`src/rtl/wb_write_queue_if.sv`:
```
`default_nettype none
// ============================================================================
// Module      : wb_write_queue_if
// Description : Bundle of the write-back queue's bus signals. It carries the
//               producer valid/ready handshake (in_*), the register file
//               write port (WE3/A3/WD3) and the two operand-forwarding query
//               ports (q_*).
//               slave  : the queue's view of the bundle
//               master : the surrounding datapath's view of the bundle
// Revision    : 1.0 - initial release
// ============================================================================
interface wb_write_queue_if #(
    parameter int AW = 5,
    parameter int DW = 32
);
    // Producer handshake
    logic          in_valid;
    logic          in_ready;
    logic [AW-1:0] in_rd;
    logic [DW-1:0] in_data;

    // Register file write port
    logic          WE3;
    logic [AW-1:0] A3;
    logic [DW-1:0] WD3;

    // Forwarding queries
    logic [AW-1:0] q_addr1;
    logic [AW-1:0] q_addr2;
    logic          q_hit1;
    logic          q_hit2;
    logic [DW-1:0] q_data1;
    logic [DW-1:0] q_data2;

    modport slave (
        input  in_valid, in_rd, in_data, q_addr1, q_addr2,
        output in_ready, WE3, A3, WD3, q_hit1, q_hit2, q_data1, q_data2
    );

    modport master (
        output in_valid, in_rd, in_data, q_addr1, q_addr2,
        input  in_ready, WE3, A3, WD3, q_hit1, q_hit2, q_data1, q_data2
    );
endinterface
`default_nettype wire

```
`src/rtl/wb_write_queue.sv`:
```
`default_nettype none
// ============================================================================
// Module      : wb_write_queue
// Description : In-order write-back queue for the integer register file.
//               It buffers results handed over by the datapath and drains
//               one entry per cycle into the register file write port. Two
//               query ports report the youngest still-queued write to a
//               given register so that operand fetch can forward it.
// Ports       : clk    - clock, rising edge
//               reset  - synchronous, active-high
//               bus    - wb_write_queue_if.slave (handshake, write port,
//                        query ports)
//               count  - number of valid entries
//               empty  - count == 0
// Revision    : 1.0 - initial release
// ============================================================================
module wb_write_queue #(
    parameter int DEPTH = 4,
    parameter int AW    = 5,
    parameter int DW    = 32
) (
    input  wire                       clk,
    input  wire                       reset,
    wb_write_queue_if.slave           bus,
    output logic [$clog2(DEPTH):0]    count,
    output logic                      empty
);

    localparam int              c_PW   = $clog2(DEPTH);
    localparam int              c_CW   = c_PW + 1;
    localparam logic [c_CW-1:0] c_FULL = c_CW'(DEPTH);

    // ------------------------------------------------------------------------
    // Storage and bookkeeping
    // ------------------------------------------------------------------------
    logic [AW-1:0]   r_rd   [DEPTH];
    logic [DW-1:0]   r_data [DEPTH];
    logic [DEPTH-1:0] r_valid;
    logic [c_PW-1:0] r_head;
    logic [c_PW-1:0] r_tail;
    logic [c_CW-1:0] r_count;

    logic            w_ready;
    logic            w_nonempty;
    logic            w_push;
    logic            w_pop;

    // Ready depends only on reset and occupancy. A pop in the same cycle
    // does not free a slot for the producer, so a full queue never passes
    // a result straight through.
    assign w_ready    = !reset && (r_count < c_FULL);
    assign w_nonempty = (r_count != '0);
    // Writes to x0 complete the handshake but are never stored.
    assign w_push     = bus.in_valid && w_ready && (bus.in_rd != '0);
    // The register file always accepts, so the head leaves every cycle the
    // queue holds something.
    assign w_pop      = w_nonempty;

    always_ff @(posedge clk) begin
        if (reset) begin
            r_head  <= '0;
            r_tail  <= '0;
            r_count <= '0;
            r_valid <= '0;
        end else begin
            // Head and tail never coincide while both a push and a pop are
            // possible (that needs 0 < count < DEPTH), so the two valid-bit
            // updates below never touch the same entry.
            if (w_pop) begin
                r_valid[r_head] <= 1'b0;
                r_head          <= r_head + 1'b1;
            end
            if (w_push) begin
                r_valid[r_tail] <= 1'b1;
                r_tail          <= r_tail + 1'b1;
            end
            case ({w_push, w_pop})
                2'b10:   r_count <= r_count + 1'b1;
                2'b01:   r_count <= r_count - 1'b1;
                default: r_count <= r_count;
            endcase
        end
    end

    // The payload needs no reset: it is only visible through the valid bits
    // and the occupancy count.
    always_ff @(posedge clk) begin
        if (w_push) begin
            r_rd[r_tail]   <= bus.in_rd;
            r_data[r_tail] <= bus.in_data;
        end
    end

    // ------------------------------------------------------------------------
    // Register file write port
    // ------------------------------------------------------------------------
    assign bus.in_ready = w_ready;
    assign bus.WE3      = w_nonempty;
    assign bus.A3       = w_nonempty ? r_rd[r_head]   : '0;
    assign bus.WD3      = w_nonempty ? r_data[r_head] : '0;
    assign count        = r_count;
    assign empty        = !w_nonempty;

    // ------------------------------------------------------------------------
    // Forwarding queries
    // ------------------------------------------------------------------------
    // Entries are scanned oldest (head) to youngest, so the last match seen
    // is the youngest one. Only stored state is searched; the same-cycle
    // producer inputs are deliberately ignored. Result is {hit, data}.
    function automatic logic [DW:0] f_lookup(input logic [AW-1:0] addr);
        logic [c_PW-1:0] idx;
        logic [DW:0]     res;
        res = '0;
        if (addr != '0) begin
            for (int i = 0; i < DEPTH; i++) begin
                idx = r_head + c_PW'(i);
                if (r_valid[idx] && (r_rd[idx] == addr)) begin
                    res = {1'b1, r_data[idx]};
                end
            end
        end
        return res;
    endfunction

    logic [DW:0] w_q1;
    logic [DW:0] w_q2;

    always_comb begin
        w_q1 = f_lookup(bus.q_addr1);
        w_q2 = f_lookup(bus.q_addr2);
    end

    assign bus.q_hit1  = w_q1[DW];
    assign bus.q_data1 = w_q1[DW-1:0];
    assign bus.q_hit2  = w_q2[DW];
    assign bus.q_data2 = w_q2[DW-1:0];

endmodule
`default_nettype wire

```
`src/flat_wrapper.sv`:
```
// flat-port wrapper written by rule: the top's interface ports become plain ports
module wb_write_queue_flat 
#(
    parameter int DEPTH = 4,
    parameter int AW    = 5,
    parameter int DW    = 32
)
  (clk, reset, count, empty, bus_in_valid, bus_in_rd, bus_in_data, bus_q_addr1, bus_q_addr2, bus_in_ready, bus_WE3, bus_A3, bus_WD3, bus_q_hit1, bus_q_hit2, bus_q_data1, bus_q_data2);
  wb_write_queue_if #(.AW(AW), .DW(DW)) bus_i ();
  input  wire clk;
  input  wire reset;
  output logic [$clog2(DEPTH):0] count;
  output logic empty;
  input wire logic [$bits(bus_i.in_valid)-1:0] bus_in_valid;
  input wire logic [$bits(bus_i.in_rd)-1:0] bus_in_rd;
  input wire logic [$bits(bus_i.in_data)-1:0] bus_in_data;
  input wire logic [$bits(bus_i.q_addr1)-1:0] bus_q_addr1;
  input wire logic [$bits(bus_i.q_addr2)-1:0] bus_q_addr2;
  output wire logic [$bits(bus_i.in_ready)-1:0] bus_in_ready;
  output wire logic [$bits(bus_i.WE3)-1:0] bus_WE3;
  output wire logic [$bits(bus_i.A3)-1:0] bus_A3;
  output wire logic [$bits(bus_i.WD3)-1:0] bus_WD3;
  output wire logic [$bits(bus_i.q_hit1)-1:0] bus_q_hit1;
  output wire logic [$bits(bus_i.q_hit2)-1:0] bus_q_hit2;
  output wire logic [$bits(bus_i.q_data1)-1:0] bus_q_data1;
  output wire logic [$bits(bus_i.q_data2)-1:0] bus_q_data2;
  assign bus_i.in_valid = bus_in_valid;
  assign bus_i.in_rd = bus_in_rd;
  assign bus_i.in_data = bus_in_data;
  assign bus_i.q_addr1 = bus_q_addr1;
  assign bus_i.q_addr2 = bus_q_addr2;
  assign bus_in_ready = bus_i.in_ready;
  assign bus_WE3 = bus_i.WE3;
  assign bus_A3 = bus_i.A3;
  assign bus_WD3 = bus_i.WD3;
  assign bus_q_hit1 = bus_i.q_hit1;
  assign bus_q_hit2 = bus_i.q_hit2;
  assign bus_q_data1 = bus_i.q_data1;
  assign bus_q_data2 = bus_i.q_data2;
  wb_write_queue #(.DEPTH(DEPTH), .AW(AW), .DW(DW)) u_core (.clk(clk), .reset(reset), .bus(bus_i), .count(count), .empty(empty));
endmodule
```
`config.mk`:
```
export PLATFORM = sky130hd
export DESIGN_NAME = wb_write_queue_flat
export DESIGN_NICKNAME = d
export VERILOG_FILES = /design/src/rtl/wb_write_queue_if.sv /design/src/rtl/wb_write_queue.sv /design/src/flat_wrapper.sv
export SDC_FILE = /design/constraint.sdc
export NUM_CORES = 1
export LEC_CHECK = 0
export CELL_PAD_IN_SITES_DETAIL_PLACEMENT = 1
export CELL_PAD_IN_SITES_GLOBAL_PLACEMENT = 2
export CORE_MARGIN = 5
export CORE_UTILIZATION = 41
export CTS_CLUSTER_DIAMETER = 80
export DETAILED_ROUTE_END_ITERATION = 7
export PLACE_DENSITY_LB_ADDON = 0.1
export SLEW_MARGIN = 10
export SYNTH_ARGS = -nofsm -noshare
export SYNTH_HDL_FRONTEND = slang
export SYNTH_SLANG_ARGS = --single-unit
```
`constraint.sdc`:
```
create_clock -name clk -period 11.8 [get_ports clk]
set_input_delay 1.77 -clock clk [delete_from_list [all_inputs] [get_ports clk]]
set_output_delay 1.77 -clock clk [all_outputs]
set_load 0.005 [all_outputs]
```
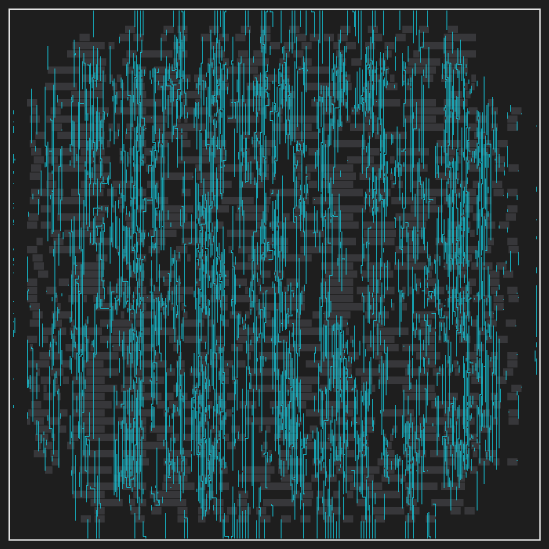
(the metal 2 layer)
Drawn at 3 px/um. Cells faint in the background.
main direction: vertical
share of all routed wire: 50%
longest straight run: 67.1 um
nets with wire on the layer: 954
wire length on this layer: 17,800 um

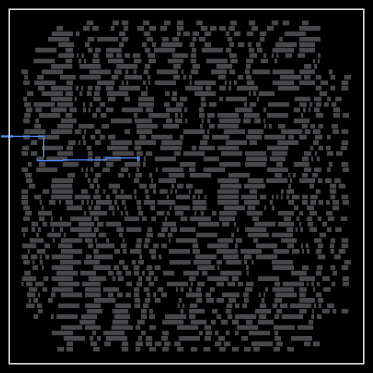
(I/O nets highlighted)
Drawn at 2 px/um.
[blue] bus_q_hit1 | bits: 1 | direction: output | edge: left | end cells: 1 | wire: 79.7 um

==> impl_metrics.toml <==
# synthesis and place-and-route metrics
[final_timing]
drv_slew = 0
post-route-period-util_pct = 64.5
maxSlewHeadroom_pct = 23.9
hold_viol = 0
min_period_ns = 7.61

[floorplan]
fp.dieH_um = 176
fp-row-count = 61
fp_util_pct = 41.2
die_area_um2 = 31100
die_width_um = 176

[power_and_ir_drop]
power_mw = 2.65
leakage_nw = 4.12
irDropWorstVdd_uv = 167
p_per_area_nw_per_um2 = 193

[synth]
ff_type = "edfxtp_1"
edf_count = 148
yosysWarnings = 0
ys_sh_xor_pct = 3.39
fp_nets = 966
fa_ha_area_share_pct = 1.17
top_logic_kind = "multiplexers"
synthArstFlopShare_pct = 0
ys_area_um2 = 11400
ys_types = 41
synth.avg_cell_area_um2 = 12.5

[cells_and_area]
drive_above_1_share_pct = 23.3
final-comb-area_um2 = 6210
fin_nets = 1069
fillers = 2801
regArea_um2 = 4710
lay_top_cells = "clkdlybuf4s50_1 (158), edfxtp_1 (148), mux2_2 (85)"
fin_cells = 1400
fin_util_pct = 50.0
antenna_cells = 0

[global_route]
grt_max_degree = 77

[critical_path]
reg2reg_depth = 7
worst_setup_path_start_kind = "flop"
crit_path_max_fanout = 76
startpoint = "u_core.r_head[1]$_SDFFE_PP0N_"
max_stage_delay_ns = 0.91
r2r-end = "u_core.count[2]$_SDFFE_PP0P_"
crit_buf_inv = 4
crit_top_cell = "buf_4"
path_class = "flop to output port"
arrival_ns = 5.84
worstPathRequired_ns = 10.03
rrSetupSlack_ns = 9.15
crit_family = "buffers and inverters"

[place]
dp.cells = 1368
place_ws_ns = 4.67
io_buffers = 158
place_hpwl_um = 21900

[min_path]
min_delay_path_depth = 2
hp-start = "u_core.count[2]$_SDFFE_PP0P_"

[route]
wire_per_inst_um = 25.6
dr.pass1.iters = 5
drt_iter0_drc = 530
ant_nets = 0

[clock_tree]
post_cts_buffers = 0
cts_resized = 0
hold_buffers = 0
cts.clk_slew.worst_paths_ns = 0.07
clock_path_buffers = 2
cts_max_level = 4

[status]
status = "finished, final reports clean"

[flow_run]
maxCapViolCount = 0
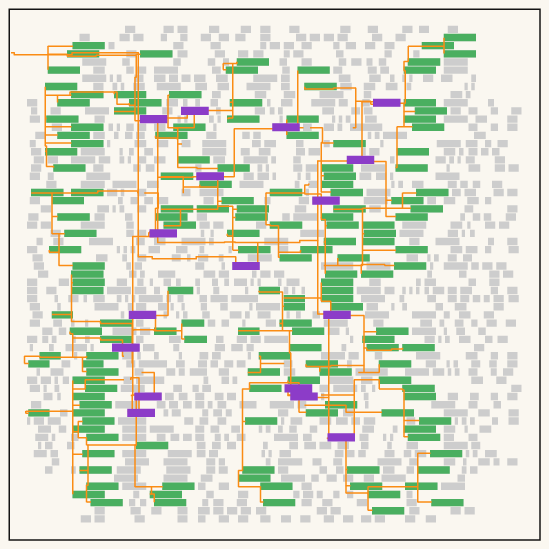
(clock wires, drivers and flops)
Drawn at 3 px/um.
[purple] clock drivers | count: 17
[orange] clock wires | length: 2,260 um
[green] flip-flops | count: 161
routed clock nets: 18
flops lie: spread over the die
Worst Skew: 0.0113 ns
Late-Pin Clk Latency: 0.44 ns
Clock Power Share: 22.2%
P_clk: 0.590 mW

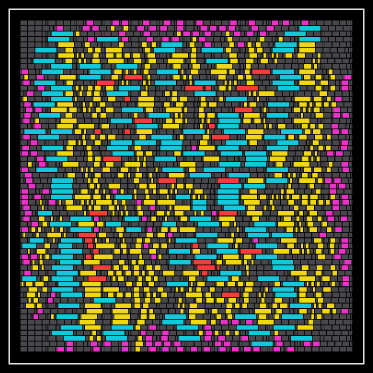
(placed cells, one color a class)
Drawn at 2 px/um. Fill, decap, tap and diode cells in gray.
[red] clock drivers and dummy loads | cells: 32 | share of their area: 4.6%
[yellow] combinational and other logic | cells: 653 | share of their area: 47%
[magenta] remaining buffers and delay cells | cells: 176 | share of their area: 13%
[cyan] sequential cells | cells: 161 | share of their area: 35%

sequential cells by signal (all words and copies together), names as in the netlist, named ones only:
signal / cells
u_core.count: 3
u_core.r_data: 128
u_core.r_head: 2
u_core.r_rd: 20
u_core.r_tail: 2
u_core.r_valid: 4
synthesized netlist by cell type, types with 9 or more instances:
cell	count	area (um2)
buf_1	9	33.8
a21oi_1	44	220
buf_6	10	113
nor2_1	50	188
a221oi_1	61	534
clkbuf_1	46	173
and2_1	40	250
mux2i_1	44	440
xnor2_1	36	315
edfxtp_1	148	4440
o21ai_0	32	160
nand2_1	41	154
ha_1	9	113
inv_1	12	45.0
mux4_2	82	1850
mux2_2	85	957
buf_2	24	120
dfxtp_1	13	260
a211oi_1	59	443
tightest hold or removal path: stages, from the launching register on:
cell and delay, ns:
dfxtp_1 0.34, o21ai_0 0.08, a21oi_1 0.06
through the flow:
step                      cell area (um2)  hold slack [ns]
after CTS                           13800            0.528
after floorplan                     11400            0.489
after detailed placement            13200            0.512
after global routing                13800            0.570
after global placement              13200            0.505
final                               13800            0.522
area by class of cell:
class,instances,share of cell area [%]
multi-input combinational,640,45.1
timing repair buffer,176,12.5
inverter,13,0.354
clock inverter,15,1.40
clock buffer,17,3.09
sequential,161,34.2
tap,378,3.43
kinds of logic (layout without fill, tap and decap cells):
family	count (synthesis)	in the layout
muxes	222	222
DFF	161	161
buffers and inverters	105	221
AOI/OAI and AO/OA	202	202
adders and majority gates	10	10
xor gates and xnor gates	44	44
and+or+nand+nor	162	162
worst max path at each step:
stage / cells after the start / slack (ns) / to
after floorplan: 15 / 6.05 / bus_q_data1[13]
after global placement: 12 / 4.72 / bus_q_data2[14]
after detailed placement: 12 / 4.67 / bus_q_data2[15]
after CTS: 12 / 4.16 / bus_q_data2[3]
after global routing: 12 / 3.89 / bus_q_data2[6]
final: 12 / 4.19 / bus_q_data2[15]
report_power, final:
| part | internal [mW] | switching, mW | total, mW |
|---|---|---|---|
| Combinational | 0.645 | 0.735 | 1.38 |
| Sequential | 0.657 | 0.0282 | 0.685 |
| Clock | 0.339 | 0.250 | 0.590 |
layer usage:
metal  global-route usage (%)  vias to the layer above  wire (um)
met5                        0                        -          0
met4                     6.87                        0        657
met3                     3.40                       44       1420
met2                     39.6                      236      17800
met1                     30.5                     4519      16000
li1                         -                     3840          -
No activity file was given, so power comes from the tool's default toggle rates.
